route_heat.png
The die is cut into 27 by 24 equal tiles; dark blue is low, red is high, scaled to the fullest tile. Values are wire area over tile area, all layers added.
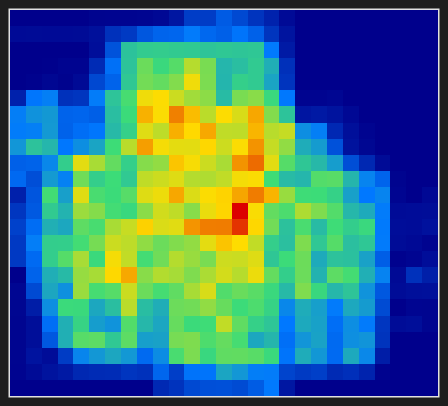
placed.png
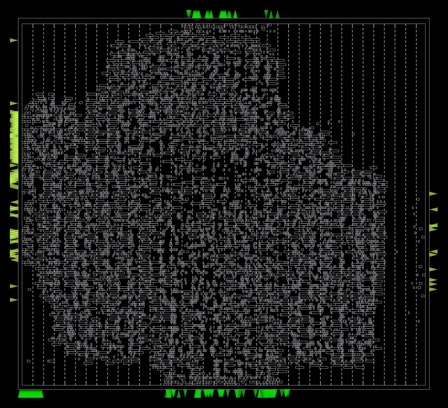
### src/rtl/wb_stage.sv
// Write-back stage: MEM/WB pipeline register, 32x32 register file (x0 = 0), bypassed read ports.
// Latency: bus captured at edge N, visible on wb_* during N..N+1, register file written at edge N+1.
// Backpressure: none upstream; a MEM stall, flush or exception turns the capture into a bubble.

package wb_pkg;
  localparam int XLEN = 32;

  typedef enum logic [2:0] {
    OP_NOP      = 3'd0,
    ALUopR      = 3'd1,
    ALUopI      = 3'd2,
    LW          = 3'd3,
    SW          = 3'd4,
    DRAIN_CACHE = 3'd5
  } opcode_t;

  typedef struct packed {
    logic [31:0]     instruction;
    opcode_t         opcode;
    logic [4:0]      rd;
    logic [XLEN-1:0] wb_value;
  } mem_wb_bus_t;
endpackage

module wb_stage
  import wb_pkg::*;
#(
  parameter int REG_COUNT = 32,
  parameter int XLEN      = 32
) (
  input  logic                         clock,
  input  logic                         reset,
  input  mem_wb_bus_t                  mem_wb_bus_in,
  input  logic                         mem_stall_in,
  input  logic                         flush,
  input  logic [2:0]                   excpt_in,
  input  logic [$clog2(REG_COUNT)-1:0] rs1_addr,
  input  logic [$clog2(REG_COUNT)-1:0] rs2_addr,
  output logic [XLEN-1:0]              rs1_data,
  output logic [XLEN-1:0]              rs2_data,
  output logic                         wb_valid,
  output logic [$clog2(REG_COUNT)-1:0] wb_rd,
  output logic [XLEN-1:0]              wb_value,
  output logic [31:0]                  retired_count,
  output logic                         excpt_valid,
  output logic [2:0]                   excpt_code
);

  localparam int AW = $clog2(REG_COUNT);

  logic [XLEN-1:0] rf [REG_COUNT];

  // Registered MEM/WB slot; data fields hold their previous values across bubbles.
  logic            live_q;
  logic [31:0]     instr_q;
  opcode_t         opcode_q;
  logic [AW-1:0]   rd_q;
  logic [XLEN-1:0] value_q;

  logic slot_live;
  logic writes_rf;
  logic wr_en;
  logic retire_en;

  // A slot is a real instruction only when nothing stalls, squashes or traps it.
  assign slot_live = ~mem_stall_in & ~flush & ~excpt_valid & (excpt_in == 3'd0);

  // Only ALU results and loads produce a register value; stores, cache drains and
  // unknown opcodes retire silently. Destination x0 never commits.
  always_comb begin
    writes_rf = 1'b0;
    case (opcode_q)
      ALUopR, ALUopI, LW: writes_rf = 1'b1;
      default:            writes_rf = 1'b0;
    endcase
  end

  assign wr_en     = live_q & writes_rf & (rd_q != '0);
  assign retire_en = live_q;

  assign wb_valid = wr_en;
  assign wb_rd    = rd_q;
  assign wb_value = value_q;

  // Capture the MEM bus into the pipeline register, or insert a bubble.
  always_ff @(posedge clock) begin
    if (reset) begin
      live_q   <= 1'b0;
      instr_q  <= '0;
      opcode_q <= OP_NOP;
      rd_q     <= '0;
      value_q  <= '0;
    end else begin
      live_q <= slot_live;
      if (slot_live) begin
        instr_q  <= mem_wb_bus_in.instruction;
        opcode_q <= mem_wb_bus_in.opcode;
        rd_q     <= mem_wb_bus_in.rd[AW-1:0];
        value_q  <= mem_wb_bus_in.wb_value;
      end
    end
  end

  // Commit the registered instruction into the register file.
  always_ff @(posedge clock) begin
    if (reset) begin
      for (int i = 0; i < REG_COUNT; i++) rf[i] <= '0;
    end else if (wr_en) begin
      rf[rd_q] <= value_q;
    end
  end

  // Count retirements; the counter wraps naturally at 2^32.
  always_ff @(posedge clock) begin
    if (reset) retired_count <= '0;
    else if (retire_en) retired_count <= retired_count + 32'd1;
  end

  // Latch the first nonzero exception code; sticky until reset.
  always_ff @(posedge clock) begin
    if (reset) begin
      excpt_valid <= 1'b0;
      excpt_code  <= '0;
    end else if (!excpt_valid && excpt_in != 3'd0) begin
      excpt_valid <= 1'b1;
      excpt_code  <= excpt_in;
    end
  end

  // Read ports: x0 is zero, the committing write is bypassed, otherwise the file.
  always_comb begin
    rs1_data = rf[rs1_addr];
    if (rs1_addr == '0) rs1_data = '0;
    else if (wb_valid && wb_rd == rs1_addr) rs1_data = wb_value;

    rs2_data = rf[rs2_addr];
    if (rs2_addr == '0) rs2_data = '0;
    else if (wb_valid && wb_rd == rs2_addr) rs2_data = wb_value;
  end

endmodule

### config.mk
export PLATFORM = sky130hd
export DESIGN_NAME = wb_stage
export DESIGN_NICKNAME = d
export VERILOG_FILES = /design/src/rtl/wb_stage.sv
export SDC_FILE = /design/constraint.sdc
export NUM_CORES = 2
export LEC_CHECK = 0
export ABC_AREA = 1
export CAP_MARGIN = 20
export CORE_ASPECT_RATIO = 0.9
export CORE_MARGIN = 5
export CORE_UTILIZATION = 25
export DETAILED_ROUTE_END_ITERATION = 7
export GPL_TIMING_DRIVEN = 0
export PLACE_DENSITY = 0.46
export SLEW_MARGIN = 25
export SYNTH_ARGS = -nofsm -noshare
export SYNTH_HDL_FRONTEND = slang
export SYNTH_SLANG_ARGS = --single-unit
### constraint.sdc
create_clock -name clock -period 5.2 [get_ports clock]
set_input_delay 0.78 -clock clock [delete_from_list [all_inputs] [get_ports clock]]
set_output_delay 0.78 -clock clock [all_outputs]
set_load 0.02 [all_outputs]
==> flow_summary_export.csv <==
group,metric,value,unit
logic_synthesis,synth.cellmix.xorXnorShare,0.242,%
place,preCtsSetupSlack,-1200,ps
power,p_leak,0.0282,uW
logic_synthesis,synth_top_area_share,50.0,%
status,violations,"negative setup slack",
cells_and_area,regArea,0.0323,sq mm
cells_and_area,final_net_count,8240,
detailed_routing,initialDrtViolationCount,9145,
logic_synthesis,netlist_top_cells_area,"edfxtp_1, nand2_1, nor2_1, nand3_1, o21ai_0",
global_routing,globalRoute.totalOverflow,0,
logic_synthesis,yosysWarningCount,0,
logic_synthesis,simple_gate_area_share,24.7,%
floorplan,die.size.x,533,microns
worst_setup_path,cpLargestDelayFamily,"buffers and inverters",
cells_and_area,clock_area_share,6.36,%
floorplan,core_util_floorplan,25.2,%
logic_synthesis,common_cells,"nand2_1, nor2_1, edfxtp_1",
timing,finalMaxSlewViolations,0,
cells_and_area,top_register,"rf",
detailed_routing,firstDrtPassIters,7,
cells_and_area,logic_gate_count,5192,
logic_synthesis,yosys_cells,7757,
worst_setup_path,cp.depth,12,
place,detailed_place_hpwl,274,mm
worst_setup_path,timing.critical_path.buf_inv,5,
global_routing,grt_usage,27.0,%
cells_and_area,final_util,30.2,%
power,total_power,23800,uW
logic_synthesis,compound_area_share,12.3,%
power,peakVddDrop,0.000296,V
logic_synthesis,async_flop_share,0,%
worst_setup_path,rr_startpoint,"wb_rd[0]$_SDFFE_PP0P_",
timing,fin_setup_tns,-1020,ps
timing,timing.slew.headroom,13.8,%
cells_and_area,num-nonclk-buffers,882,
worst_setup_path,crit_type,"in2out",
timing,hold_slack,468,ps
cts,cts.path.max_buffers,3,
timing,finalWorstSetupSlack,-134,ps
cells_and_area,layout.cells.most_common,"nand2_1",
cts,cts.repair_timing.setup_buffer_count,4,
timing,rsz0062_at_grt,"true",
cells_and_area,layout-area-overhead-vs-synth,19.9,%
logic_synthesis,post_synth_edffs,1024,
status,outcome,"finished with violations",
cts,clkSlewWorstSetupHoldPaths,60,ps
cells_and_area,numSequentialCells,1101,
timing,setup_viol_count_final,18,
timing,maxClockFrequency,187,MHz
cts,clk_latency,850,ps
cts,cts-buffers-inserted,139,
global_routing,initial_antenna_violation_count,48,
floorplan,chipArea,0.256,sq mm
timing,fin_crit_sh,103,%
power,p_per_area,323,mW/mm^2
worst_setup_path,critPathMaxFanout,10,
detailed_routing,route.final.wire_length,360,mm
cts,tritoncts,"built",
logic_synthesis,synth.ff_latch_count,1101,
job,warnings,60,
cts,hold_fix_buffer_count_after_cts,0,
cells_and_area,largest_reg_flops,1024,
cells_and_area,buf_share,8.31,%
global_routing,number_of_global_route_vias_before_repair,56553,
worst_setup_path,crit_required,4420,ps
worst_hold_path,hold_start,"excpt_code[0]$_SDFFE_PP0P_",
job,maxCapViolCount,0,
cts,root_buf_cell,"clkbuf_16",
cells_and_area,nClkBuffers,176,
worst_hold_path,whs_endpoint,"excpt_code[0]$_SDFFE_PP0P_",
logic_synthesis,ff_type,"edfxtp_1",
detailed_routing,avgRoutedWirePerCell,31.3,microns
detailed_routing,routed-via-count,61009,
floorplan,core_region,0.244,sq mm
floorplan,n_tap_cell,3219,
cts,number_of_levels_in_the_clock_h_tree,4,
logic_synthesis,post_syn_instances,7757,
worst_setup_path,cp_slowest_cell,"clkbuf_1",
Back to the opening pictures, route_heat.png:
tiles over half the peak: 31%
fullest tile: 0.75
densest ninth of the die: middle
mean over tiles: 0.24

Back to the opening pictures, placed.png:
standard-cell rows: 172
flop share of the area: 43.8%
number of standard cells in the final layout excluding fillers: 11,505

-- power breakdown --
part,switching (uW),internal [uW],leakage [uW]
Combinational,2690,808,0.0148
Clock,4430,5800,0.00225
Sequential,120,9950,0.0112
-- worst max path at each step --
stage | startpoint | to | slack [ps]
finish | rs2_addr[0] | rs2_data[31] | -130
global route | rs2_addr[1] | rs2_data[24] | -50
CTS | rs1_addr[0] | rs1_data[16] | 0.3
detailed placement | rs1_addr[1] | rs1_data[31] | -1200
global placement | rs1_addr[1] | rs1_data[27] | -1580
floorplan | rs1_addr[0] | rs1_data[30] | 2100
-- routing by layer --
metal / up-vias / track usage, % / share of wire (%)
met3: 782 / 8.07 / 12
li1: 26402 / - / -
met2: 3998 / 38.8 / 41
met5: - / 0 / 0.024
met4: 12 / 15.4 / 6.4
met1: 29815 / 35.9 / 41
No activity file was given, so power comes from the tool's default toggle rates.
